===== src/rtl/jtag_master_pkg.sv =====
// jtag_master_pkg: shared command codes, FSM states and TMS sequence lengths
// for the JTAG scan master.
package jtag_master_pkg;

  typedef enum logic [1:0] {
    CMD_DR  = 2'd0,
    CMD_IR  = 2'd1,
    CMD_RST = 2'd2,
    CMD_NOP = 2'd3
  } cmd_e;

  typedef enum logic [3:0] {
    IDLE,
    TRST,
    SEL_DR,
    SEL_IR,
    CAPTURE,
    SHIFT,
    EXIT1,
    UPDATE,
    RTI
  } state_e;

  localparam int DR_PRE_LEN = 3;
  localparam int IR_PRE_LEN = 4;
  localparam int SUF_LEN    = 2;
  localparam int RST_LEN    = 6;

endpackage


===== src/rtl/jtag_tck_gen.sv =====
// jtag_tck_gen: tck = low phase then high phase while en, with rise/fall strobes.
// JTAG_MASTER_TCK_DIV_EN stretches each phase to div+1 clk cycles.
module jtag_tck_gen (
  input  logic       clk,
  input  logic       rst,
  input  logic       en,
`ifdef JTAG_MASTER_TCK_DIV_EN
  input  logic [7:0] div,
`endif
  output logic       tck,
  output logic       rise,
  output logic       fall
);

  logic last;

`ifdef JTAG_MASTER_TCK_DIV_EN
  logic [7:0] cnt;

  assign last = (cnt == div);

  always_ff @(posedge clk or posedge rst) begin
    if (rst)
      cnt <= '0;
    else if (!en || last)
      cnt <= '0;
    else
      cnt <= cnt + 8'd1;
  end
`else
  assign last = 1'b1;
`endif

  // Strobes flag the clk edge at which tck is about to toggle.
  assign rise = en & last & ~tck;
  assign fall = en & last & tck;

  always_ff @(posedge clk or posedge rst) begin
    if (rst)
      tck <= 1'b0;
    else if (!en)
      tck <= 1'b0;
    else if (last)
      tck <= ~tck;
  end

endmodule


===== src/rtl/jtag_master.sv =====
// jtag_master: JTAG scan master (DR scan, IR scan, TAP reset) for one TAP.
// Optional JTAG_MASTER_TCK_DIV_EN adds a tck_div input to slow tck.
module jtag_master
  import jtag_master_pkg::*;
#(
  parameter int DATA_W = 32
) (
  input  logic              clk,
  input  logic              rst,
  input  logic              start,
  input  logic [1:0]        cmd,
  input  logic [5:0]        len,
  input  logic [DATA_W-1:0] data_in,
`ifdef JTAG_MASTER_TCK_DIV_EN
  input  logic [7:0]        tck_div,
`endif
  output logic [DATA_W-1:0] data_out,
  output logic              busy,
  output logic              done,
  output logic              tck,
  output logic              tms,
  output logic              tdi,
  input  logic              tdo
);

  localparam int IW = (DATA_W > 1) ? $clog2(DATA_W) : 1;

  state_e            state_q, state_n;
  cmd_e              cmd_q, cmd_n;
  logic [5:0]        len_q, len_n;
  logic [5:0]        cnt_q, cnt_n;
  logic [DATA_W-1:0] tx_q, tx_n;
  logic [DATA_W-1:0] rx_q, rx_n;
  logic [DATA_W-1:0] dout_n;
  logic              busy_n, done_n, tms_n, tdi_n;
  logic              rise, fall;

  jtag_tck_gen u_tck (
    .clk  (clk),
    .rst  (rst),
    .en   (busy),
`ifdef JTAG_MASTER_TCK_DIV_EN
    .div  (tck_div),
`endif
    .tck  (tck),
    .rise (rise),
    .fall (fall)
  );

  always_ff @(posedge clk or posedge rst) begin
    if (rst) begin
      state_q  <= IDLE;
      cmd_q    <= CMD_NOP;
      len_q    <= '0;
      cnt_q    <= '0;
      tx_q     <= '0;
      rx_q     <= '0;
      data_out <= '0;
      busy     <= 1'b0;
      done     <= 1'b0;
      tms      <= 1'b1;
      tdi      <= 1'b0;
    end else begin
      state_q  <= state_n;
      cmd_q    <= cmd_n;
      len_q    <= len_n;
      cnt_q    <= cnt_n;
      tx_q     <= tx_n;
      rx_q     <= rx_n;
      data_out <= dout_n;
      busy     <= busy_n;
      done     <= done_n;
      tms      <= tms_n;
      tdi      <= tdi_n;
    end
  end

  // Each state is the TAP state the target sits in during the current
  // tck pulse; moves happen on the fall strobe ending that pulse.
  always_comb begin
    state_n = state_q;
    cmd_n   = cmd_q;
    len_n   = len_q;
    cnt_n   = cnt_q;
    tx_n    = tx_q;
    rx_n    = rx_q;
    dout_n  = data_out;
    busy_n  = busy;
    done_n  = 1'b0;
    unique case (state_q)
      IDLE: begin
        if (start) begin
          cmd_n = cmd_e'(cmd);
          len_n = (int'(len) > DATA_W) ? 6'(DATA_W) : len;
          tx_n  = data_in;
          rx_n  = '0;
          cnt_n = '0;
          if (cmd_n == CMD_NOP || len_n == 6'd0) begin
            done_n = 1'b1;
          end else begin
            busy_n  = 1'b1;
            state_n = (cmd_n == CMD_RST) ? TRST : RTI;
          end
        end
      end
      TRST: begin
        if (fall) begin
          if (cnt_q == 6'(RST_LEN - 1)) begin
            state_n = IDLE;
            busy_n  = 1'b0;
            done_n  = 1'b1;
          end else begin
            cnt_n = cnt_q + 6'd1;
          end
        end
      end
      RTI: begin
        if (fall) state_n = SEL_DR;
      end
      SEL_DR: begin
        if (fall) state_n = (cmd_q == CMD_IR) ? SEL_IR : CAPTURE;
      end
      SEL_IR: begin
        if (fall) state_n = CAPTURE;
      end
      CAPTURE: begin
        if (fall) begin
          state_n = SHIFT;
          cnt_n   = '0;
        end
      end
      SHIFT: begin
        if (rise) rx_n[cnt_q[IW-1:0]] = tdo;
        if (fall) begin
          tx_n = tx_q >> 1;
          if (cnt_q == len_q - 6'd1)
            state_n = EXIT1;
          else
            cnt_n = cnt_q + 6'd1;
        end
      end
      EXIT1: begin
        if (fall) state_n = UPDATE;
      end
      UPDATE: begin
        if (fall) begin
          state_n = IDLE;
          busy_n  = 1'b0;
          done_n  = 1'b1;
          dout_n  = rx_q;
        end
      end
      default: state_n = IDLE;
    endcase
  end

  // Pin values follow the next state, so they only move at start or tck fall.
  always_comb begin
    tms_n = 1'b1;
    tdi_n = 1'b0;
    unique case (state_n)
      IDLE:    tms_n = 1'b1;
      TRST:    tms_n = (cnt_n != 6'(RST_LEN - 1));
      RTI:     tms_n = 1'b1;
      SEL_DR:  tms_n = (cmd_n == CMD_IR);
      SEL_IR:  tms_n = 1'b0;
      CAPTURE: tms_n = 1'b0;
      SHIFT: begin
        tms_n = (cnt_n == len_n - 6'd1);
        tdi_n = tx_n[0];
      end
      EXIT1:   tms_n = 1'b1;
      UPDATE:  tms_n = 1'b0;
      default: tms_n = 1'b1;
    endcase
  end

endmodule


===== config.mk =====
export PLATFORM = sky130hd
export DESIGN_NAME = jtag_master
export DESIGN_NICKNAME = d
export VERILOG_FILES = /design/src/rtl/jtag_master_pkg.sv /design/src/rtl/jtag_tck_gen.sv /design/src/rtl/jtag_master.sv
export SDC_FILE = /design/constraint.sdc
export NUM_CORES = 1
export LEC_CHECK = 0
export ABC_AREA = 1
export CORE_ASPECT_RATIO = 1.25
export CORE_MARGIN = 4
export CORE_UTILIZATION = 30
export DETAILED_ROUTE_END_ITERATION = 6
export PLACE_DENSITY = 0.47
export SYNTH_ARGS = -nofsm -noshare
export SYNTH_HDL_FRONTEND = slang
export SYNTH_SLANG_ARGS = --single-unit

===== constraint.sdc =====
create_clock -name clk -period 6.5 [get_ports clk]
set_input_delay 1.3 -clock clk [delete_from_list [all_inputs] [get_ports clk]]
set_output_delay 1.3 -clock clk [all_outputs]
set_load 0.02 [all_outputs]

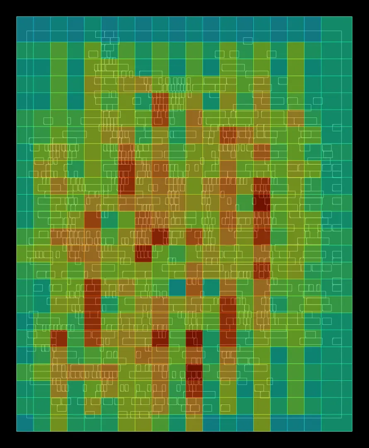
Fig. 1. Routing congestion.
wire per inst: 14.7 microns
met1 usage: 0.195
Tot GR Track Use: 0.150
post-layout util: 0.389
met3 Track Usage GR: 0.0297

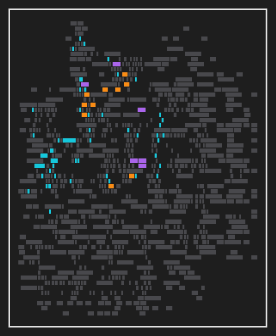
Fig. 2. Gate-type map.
color	family	cells	most used
cyan	NOR gates	47	nor2_1
purple	adder and majority cells	6	ha_1
orange	XOR/XNOR gates	10	xor2_1
most numerous logic cell after layout: nand2_1
final std cells w/o fill: 1105
logic share of the area: 0.354

==> job_summary.md <==
### Flow metrics

| Metric | Value |
|---|---|
| Status | finished, final reports clean |
| Dominant comb cell | simple AND/OR/NAND/NOR gates |
| Drc violations | 0 |
| Simple share | 0.239 |
| Share of layout cells above drive strength 1 | 0.120 |
| Most instantiated cells after synthesis | nand2_1 (194), dfrtp_1 (116), nand3_1 (81) |
| Worst EP arrival | 4.12 ns |
| Main area contributors | dfrtp_1 (47%), nand2_1 (12%), nand3_1 (6.5%) |
| CP max stage cell | nand3_1 |
| Mux frac, synth | 0.0470 |
| FF-to-FF path depth | 9 |
| Root buf cell | clkbuf_16 |
| F_max | ~0.26 GHz |
| Synth area leader | dfrtp_1 |
| Worst-path cell chain | clkdlybuf4s50_1, inv_1, nand2_2, nand2_2, inv_2, nand3_1, o31ai_1 |
| Storage element area | ~0.003 sq mm |
| CP most frequent cell | nand2_2 |
| Die height | between 150 and 200 microns |
| DPL Wire Length | about 11000 microns |
| Die area | between 0.02 and 0.025 sq mm |
| R2R setup slack | between 3 and 4 ns |
| XORs/XNORs by Area | 0.0141 |
| Area growth syn-to-layout | 26.4% |
| Hold path depth | 2 |
| Sw Share | 0.390 |
| Port-buffer cells | approximately 80 |
| Reg clk slew, reported paths | about 0.05 ns |
| Ys cells | roughly 750 |
| Final antenna-violating net count | 0 |
| Tmin final | between 3 and 4 ns |
| Log Warnings | 29 |
| CP Capture Type | flip-flop |
| Worst-Skew Late Latency | around 0.4 ns |
| Aoi/oai-family share of the synthesized area | 0.135 |
| CP max FO | 31 |
worst min-delay path, cell delays in order (launching register included):
cell and delay, ns:
dfrtp_1 0.32, a21oi_1 0.07, inv_1 0.05
flip-flops by register name (all words and copies together) (netlist names):
register	cells
tms	1
tx_q	32
state_q	4
done	1
cnt_q	6
u_tck.tck	1
rx_q	32
cmd_q	2
tdi	1
busy	1
data_out	32
len_q	6
power by group through the flow:
| stage | Sequential (mW) | Combinational, mW | Clock (mW) |
|---|---|---|---|
| global placement | 1.03 | 1.17 | 0 |
| CTS | 1.02 | 1.19 | 1.00 |
| floorplan | 1.00 | 0.903 | 0 |
| global route | 1.04 | 1.36 | 1.03 |
| finish | 1.02 | 1.18 | 0.978 |
| detailed placement | 1.03 | 1.18 | 0 |
worst min path at each step:
| stage | from | to | slack, ns |
|---|---|---|---|
| floorplan | tx_q[0]$_DFF_PP0_ | tx_q[0]$_DFF_PP0_ | 0.44 |
| global placement | tx_q[0]$_DFF_PP0_ | tx_q[0]$_DFF_PP0_ | 0.45 |
| detailed placement | tx_q[0]$_DFF_PP0_ | tx_q[0]$_DFF_PP0_ | 0.46 |
| CTS | tx_q[0]$_DFF_PP0_ | tx_q[0]$_DFF_PP0_ | 0.47 |
| global route | rx_q[4]$_DFFE_PP0P_ | rx_q[4]$_DFFE_PP0P_ | 0.49 |
| finish | tx_q[0]$_DFF_PP0_ | tx_q[0]$_DFF_PP0_ | 0.47 |
cells in the final DEF, fill, tap and decap left out, drive strengths merged:
| master | n |
|---|---|
| a21boi | 1 |
| o22ai | 9 |
| bufinv | 3 |
| mux2 | 26 |
| xor2 | 7 |
| clkinv | 6 |
| o211ai | 8 |
| o221ai | 3 |
| inv | 81 |
| a221oi | 2 |
| buf | 4 |
| o21ai | 57 |
| or2 | 2 |
| dfstp | 3 |
| dfrtp | 116 |
| nor3 | 2 |
| ha | 6 |
| nand3 | 81 |
| clkdlybuf4s50 | 80 |
| nand4 | 8 |
| a21oi | 29 |
| nor2 | 45 |
| o31ai | 26 |
| xnor2 | 3 |
| nand3b | 2 |
| clkbuf | 23 |
| clkinvlp | 1 |
| nand2 | 201 |
routing by layer:
layer / vias to the layer above / part of all wire
met5: - / 0
met1: 2519 / 0.44
met3: 28 / 0.042
met4: 0 / 0.024
li1: 2640 / -
met2: 130 / 0.50
layout make-up:
cell class,instances,area share
flip-flops and latches,119,0.379
multi-input cells,518,0.354
repair buffers,84,0.106
clock buffers,23,0.0633
well taps,270,0.0429
inverters,84,0.0404
clock inverters,7,0.0148
per-stage QoR:
| stage | std cells | instance area [sq um] | hold slack [ns] | power (mW) |
|---|---|---|---|---|
| after floorplan | 752 | 6220 | 0.435 | 1.90 |
| after global placement | 1075 | 7250 | 0.450 | 2.19 |
| after global routing | 1105 | 7870 | 0.493 | 3.43 |
| after CTS | 1105 | 7870 | 0.472 | 3.21 |
| final | 1105 | 7870 | 0.466 | 3.17 |
| after detailed placement | 1075 | 7250 | 0.459 | 2.21 |
Power is estimated from default activity; no workload was simulated.
